File: config.mk
export PLATFORM = sky130hd
export DESIGN_NAME = uart_tx
export DESIGN_NICKNAME = d
export VERILOG_FILES = /design/src/rtl/uart_tx.sv
export SDC_FILE = /design/constraint.sdc
export NUM_CORES = 1
export LEC_CHECK = 0
export CAP_MARGIN = 20
export CORE_ASPECT_RATIO = 0.75
export CORE_UTILIZATION = 45
export CTS_BUF_LIST = sky130_fd_sc_hd__clkbuf_16
export DETAILED_ROUTE_END_ITERATION = 10
export GPL_ROUTABILITY_DRIVEN = 0
export GPL_TIMING_DRIVEN = 0
export SYNTH_ARGS = -nofsm -noshare
export SYNTH_HDL_FRONTEND = slang
export SYNTH_SLANG_ARGS = --single-unit
File: constraint.sdc
create_clock -name i_clk -period 2.93 [get_ports i_clk]
set_input_delay 0.586 -clock i_clk [delete_from_list [all_inputs] [get_ports i_clk]]
set_output_delay 0.586 -clock i_clk [all_outputs]
set_load 0.005 [all_outputs]
File: src/rtl/uart_tx.sv
// UART transmitter: byte FIFO fed by valid/ready, serialised as
// start / 8 data LSB-first / optional parity / 1-2 stop bits on baud_tick.
//
// Ports:
//   i_clk, i_rst_n   clock, asynchronous active-low reset
//   baud_tick        one-clock strobe marking each bit boundary
//   i_data, i_valid  byte to queue and its valid flag
//   o_ready          FIFO not full (push accepted when i_valid && o_ready)
//   o_out            registered serial line, idle high
//   o_busy           registered, high while a frame is in progress
//   o_fifo_count     bytes currently buffered
module uart_tx #(
    parameter int FIFO_DEPTH = 4,
    parameter int PARITY_EN  = 0,
    parameter int PARITY_ODD = 0,
    parameter int STOP_BITS  = 1
) (
    input  logic                          i_clk,
    input  logic                          i_rst_n,
    input  logic                          baud_tick,
    input  logic [7:0]                    i_data,
    input  logic                          i_valid,
    output logic                          o_ready,
    output logic                          o_out,
    output logic                          o_busy,
    output logic [$clog2(FIFO_DEPTH):0]   o_fifo_count
);

    localparam int AW = $clog2(FIFO_DEPTH);
    localparam logic [AW:0] FULL_CNT = (AW+1)'(FIFO_DEPTH);

    typedef enum logic [2:0] {
        S_IDLE,
        S_START,
        S_DATA,
        S_PARITY,
        S_STOP
    } state_t;

    state_t        r_state;
    logic [7:0]    r_mem [FIFO_DEPTH];
    logic [AW-1:0] r_wptr;
    logic [AW-1:0] r_rptr;
    logic [AW:0]   r_count;
    logic [7:0]    r_shift;
    logic [2:0]    r_bit;
    logic          r_par;
    logic          r_stop;

    logic          w_full;
    logic          w_empty;
    logic          w_push;
    logic          w_pop;
    logic          w_last_stop;
    logic [7:0]    w_head;

    assign w_full      = (r_count == FULL_CNT);
    assign w_empty     = (r_count == '0);
    assign w_push      = i_valid && !w_full;
    assign w_last_stop = (STOP_BITS == 1) || r_stop;
    assign w_head      = r_mem[r_rptr];

    // A byte leaves the FIFO only on a tick that starts a new frame.
    assign w_pop = baud_tick && !w_empty &&
                   ((r_state == S_IDLE) ||
                    (r_state == S_STOP && w_last_stop));

    assign o_ready      = !w_full;
    assign o_fifo_count = r_count;

    always_ff @(posedge i_clk) begin
        if (w_push) begin
            r_mem[r_wptr] <= i_data;
        end
    end

    always_ff @(posedge i_clk or negedge i_rst_n) begin
        if (!i_rst_n) begin
            r_wptr  <= '0;
            r_rptr  <= '0;
            r_count <= '0;
        end else begin
            if (w_push) begin
                r_wptr <= r_wptr + AW'(1);
            end
            if (w_pop) begin
                r_rptr <= r_rptr + AW'(1);
            end
            if (w_push && !w_pop) begin
                r_count <= r_count + (AW+1)'(1);
            end else if (w_pop && !w_push) begin
                r_count <= r_count - (AW+1)'(1);
            end
        end
    end

    always_ff @(posedge i_clk or negedge i_rst_n) begin
        if (!i_rst_n) begin
            r_state <= S_IDLE;
            o_out   <= 1'b1;
            o_busy  <= 1'b0;
            r_shift <= '0;
            r_bit   <= '0;
            r_par   <= 1'b0;
            r_stop  <= 1'b0;
        end else if (baud_tick) begin
            unique case (r_state)
                S_IDLE: begin
                    if (w_pop) begin
                        r_shift <= w_head;
                        r_par   <= (^w_head) ^ (PARITY_ODD != 0);
                        o_out   <= 1'b0;
                        o_busy  <= 1'b1;
                        r_state <= S_START;
                    end
                end
                S_START: begin
                    o_out   <= r_shift[0];
                    r_shift <= {1'b0, r_shift[7:1]};
                    r_bit   <= '0;
                    r_state <= S_DATA;
                end
                S_DATA: begin
                    // r_bit is the index of the bit currently on the line.
                    if (r_bit == 3'd7) begin
                        r_stop <= 1'b0;
                        if (PARITY_EN != 0) begin
                            o_out   <= r_par;
                            r_state <= S_PARITY;
                        end else begin
                            o_out   <= 1'b1;
                            r_state <= S_STOP;
                        end
                    end else begin
                        o_out   <= r_shift[0];
                        r_shift <= {1'b0, r_shift[7:1]};
                        r_bit   <= r_bit + 3'd1;
                    end
                end
                S_PARITY: begin
                    o_out   <= 1'b1;
                    r_stop  <= 1'b0;
                    r_state <= S_STOP;
                end
                S_STOP: begin
                    if (w_last_stop) begin
                        if (w_pop) begin
                            // Next frame starts with no idle gap.
                            r_shift <= w_head;
                            r_par   <= (^w_head) ^ (PARITY_ODD != 0);
                            o_out   <= 1'b0;
                            r_state <= S_START;
                        end else begin
                            o_busy  <= 1'b0;
                            r_state <= S_IDLE;
                        end
                    end else begin
                        r_stop <= 1'b1;
                    end
                end
                default: begin
                    o_out   <= 1'b1;
                    o_busy  <= 1'b0;
                    r_state <= S_IDLE;
                end
            endcase
        end
    end

endmodule

### Gate-type map, run 1

Scale: 3 px per um.
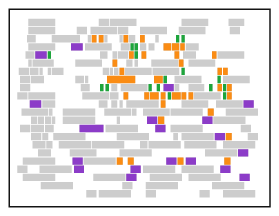
Green shows nand cells, cells 17. Orange shows aoi and oai cells, cells 36. Purple shows mux cells, cells 19.

### Clock distribution, run 1

Scale: 6 px per um.
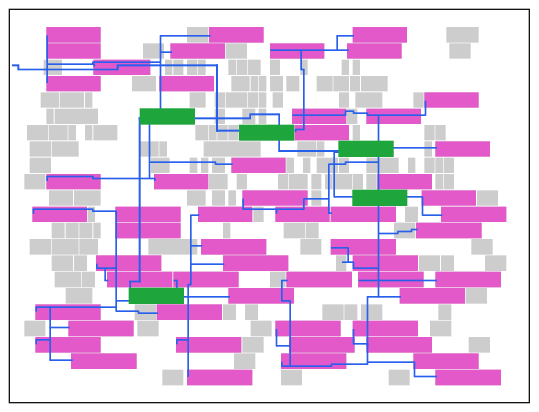
Green shows clock drivers, count 5. Blue shows clock wires, length 623 um. Magenta shows flip-flops, count 55.
Position of the flops: widely spread.

==> Changelog: implementation, run 1 <==
### Implementation results

* Worst Path Buf+Inv at 3
* Met3 Usage GRT at 0.0415
* Stages on worst setup path at 7
* Worst R2R End: o_fifo_count[2]
* PortBufs at 17
* Leak at roughly 1.1 nW
* Core footprint at 5010 sq um
* Clock buffers at 5
* Iter 0 DRT Violations at 75
* CP Launch Point: baud_tick
* Invs w/o clock at 7
* Switching pwr at roughly 1.0 mW
* Critical Path Most Common Cell: inv_1
* Worst Slack Setup Final at ~590 ps
* Simple-gate share of the synthesized area at 0.0764
* Seq/Total Area, Yosys at 0.639
* Synth top cell by count: edfxtp_1
* Area Growth Syn to Fin at 17.4%
* CP max-delay cell: clkdlybuf4s50_1
* Fmax at around 430 MHz
* Period utilisation layout at 0.798
* Top FF cell, synth: edfxtp_1
* Post-synth EDFFs at 32
* CTS Buffer Depth at 2
* Flops at 55
* CP arrival at 2510 ps
* Initial antenna violation count at 0
* Commonest cells post-synth: 32 x edfxtp_1, 22 x dfrtp_1, 17 x nand2_1
* Final core utilization at 0.564
* Die area at 5650 sq um
* Non-Clock Buffer Area Fraction at 0.0828
* Outcome: finished clean
* Placed cell area at 2670 sq um
* FILL cells at 428
* Comb. pwr at roughly 1.1 mW
* Most flops, register: r_mem
* Nets at approximately 220
* Post-CTS sizing at 0
### The clock network, run 1

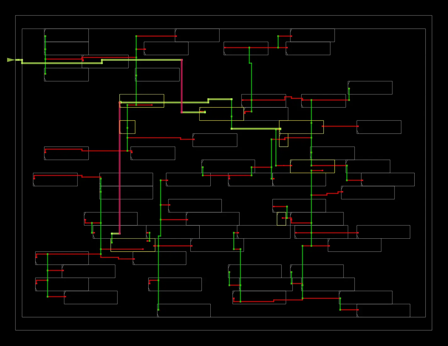
CTS Sinks: 55
Worst Skew: 4.48 ps

### Wiring by layer, run 1

Scale: 3 px per um.
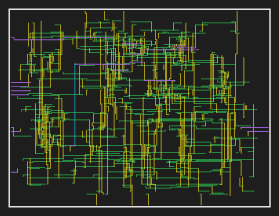
Purple shows metal 3, wire length 164 um. Green shows metal 1, wire length 2,080 um. Yellow shows metal 2, wire length 1,940 um. Cyan shows metal 4, wire length 38.1 um.

==> run 2: changes to the inputs <==
==> constraint.sdc (replaced) <==
create_clock -name i_clk -period 2.35 [get_ports i_clk]
set_input_delay 0.47 -clock i_clk [delete_from_list [all_inputs] [get_ports i_clk]]
set_output_delay 0.47 -clock i_clk [all_outputs]
set_load 0.005 [all_outputs]
==> Changelog: implementation, run 2 <==
### Implementation results

* Commonest cells post-synth: 32 x edfxtp_1, 22 x dfrtp_1, 17 x nand2_1
* Core footprint at 5010 sq um
* Worst Path Buf+Inv at 2
* Placed cell area at around 2700 sq um
* Final core utilization at 0.569
* CP arrival at 2410 ps
* Top FF cell, synth: edfxtp_1
* Outcome: finished clean
* CTS Buffer Depth at 2
* Post-synth EDFFs at 32
* Period utilisation layout at 0.936
* CTS Sinks at 55
* Die area at 5650 sq um
* Area Growth Syn to Fin at 18.5%
* Most flops, register: r_mem
* Fmax at 455 MHz
* Non-Clock Buffer Area Fraction at 0.0874
* Critical Path Most Common Cell: xor2_1
* CP max-delay cell: or3_4
* Worst Skew at 2.82 ps
* Initial antenna violation count at 0
* Leak at 1.12 nW
* Iter 0 DRT Violations at around 97
### Clock distribution, run 2

Scale: 6 px per um.
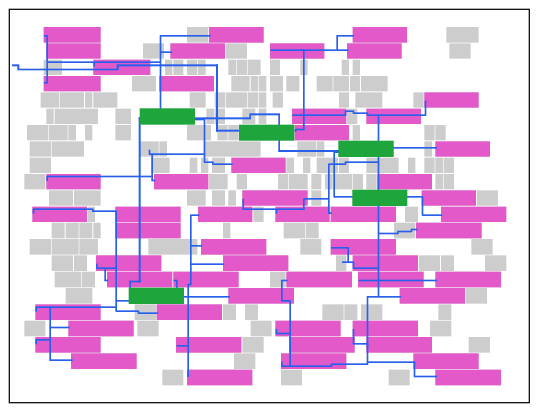
Blue shows clock wires, length 621 um. Green shows clock drivers, count 5. Magenta shows flip-flops, count 55.
There are 6 routed clock nets.

### The clock network, run 2

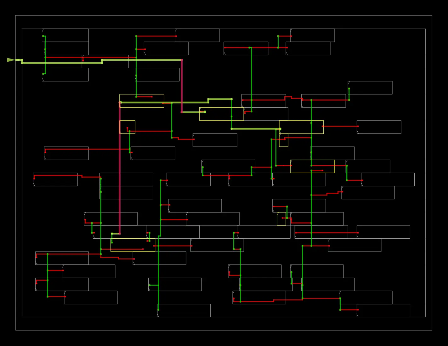
Clock group: 728 uW
Num CTS Buffers: 5
Flops: 55

==> run 3: changes to the inputs <==
--- a/config.mk
+++ b/config.mk
@@ -12,6 +12,7 @@
 export DETAILED_ROUTE_END_ITERATION = 10
 export GPL_ROUTABILITY_DRIVEN = 0
 export GPL_TIMING_DRIVEN = 0
+export SETUP_SLACK_MARGIN = 0.2
 export SYNTH_ARGS = -nofsm -noshare
 export SYNTH_HDL_FRONTEND = slang
 export SYNTH_SLANG_ARGS = --single-unit
==> Changelog: implementation, run 3 <==
### Implementation results

* Fmax at around 480 MHz
* Die area at roughly 5600 sq um
* Leak at 1.17 nW
* Worst Slack Setup Final at 246 ps
* Stages on worst setup path at 8
* Seq/Total Area, Yosys at 0.639
* Num CTS Buffers at 5
* Commonest cells post-synth: 32 x edfxtp_1, 22 x dfrtp_1, 17 x nand2_1
* Nets at 227
* Synth top cell by count: edfxtp_1
* Worst R2R End: o_fifo_count[1]
* Clock group at 883 uW
* PortBufs at 17
* CP arrival at 2280 ps
* CP Launch Point: o_fifo_count[1]
* Top FF cell, synth: edfxtp_1
* FILL cells at between 400 and 500
* Core footprint at roughly 5000 sq um
* Post-synth EDFFs at 32
* Invs w/o clock at 7
* Outcome: finished clean
* Comb. pwr at 1.52 mW
* Placed cell area at 2670 sq um
* Reg-to-reg setup timing slack at 250 ps
* Post-CTS sizing at 4
* Final core utilization at 0.587
* Simple-gate share of the synthesized area at 0.0764
* Non-Clock Buffer Area Fraction at 0.0975
* Met3 Usage GRT at 0.0477
* Period utilisation layout at 0.895
* CTS Sinks at 55
* Initial antenna violation count at 0
* Most flops, register: r_mem
* Clock buffers at 6
* Tightest Hold Check Type: primary input to async pin
* Area Growth Syn to Fin at 22.2%
### Clock distribution, run 3

Scale: 6 px per um.
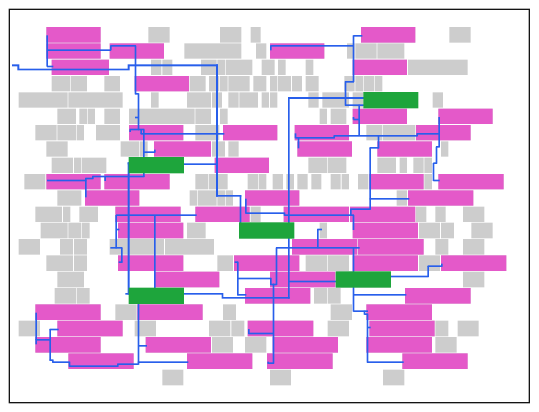
Green shows clock drivers, count 5. Magenta shows flip-flops, count 55. Blue shows clock wires, length 601 um.
Position of the flops: widely spread. There are 6 routed clock nets.

### Signal wires on met3, run 3

Scale: 6 px per um.
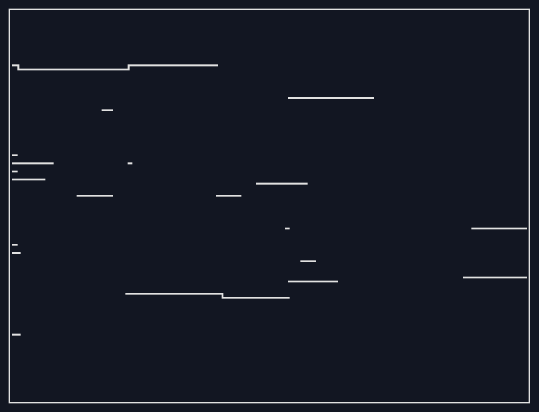
The layer carries 143 um of wire. The layer holds 3.3% of the routed length. The longest straight run is 18.4 um. 14 nets have wire on it. The wires run mostly horizontal.

Power figures rest on the tool's default switching activity, not on a simulated workload.
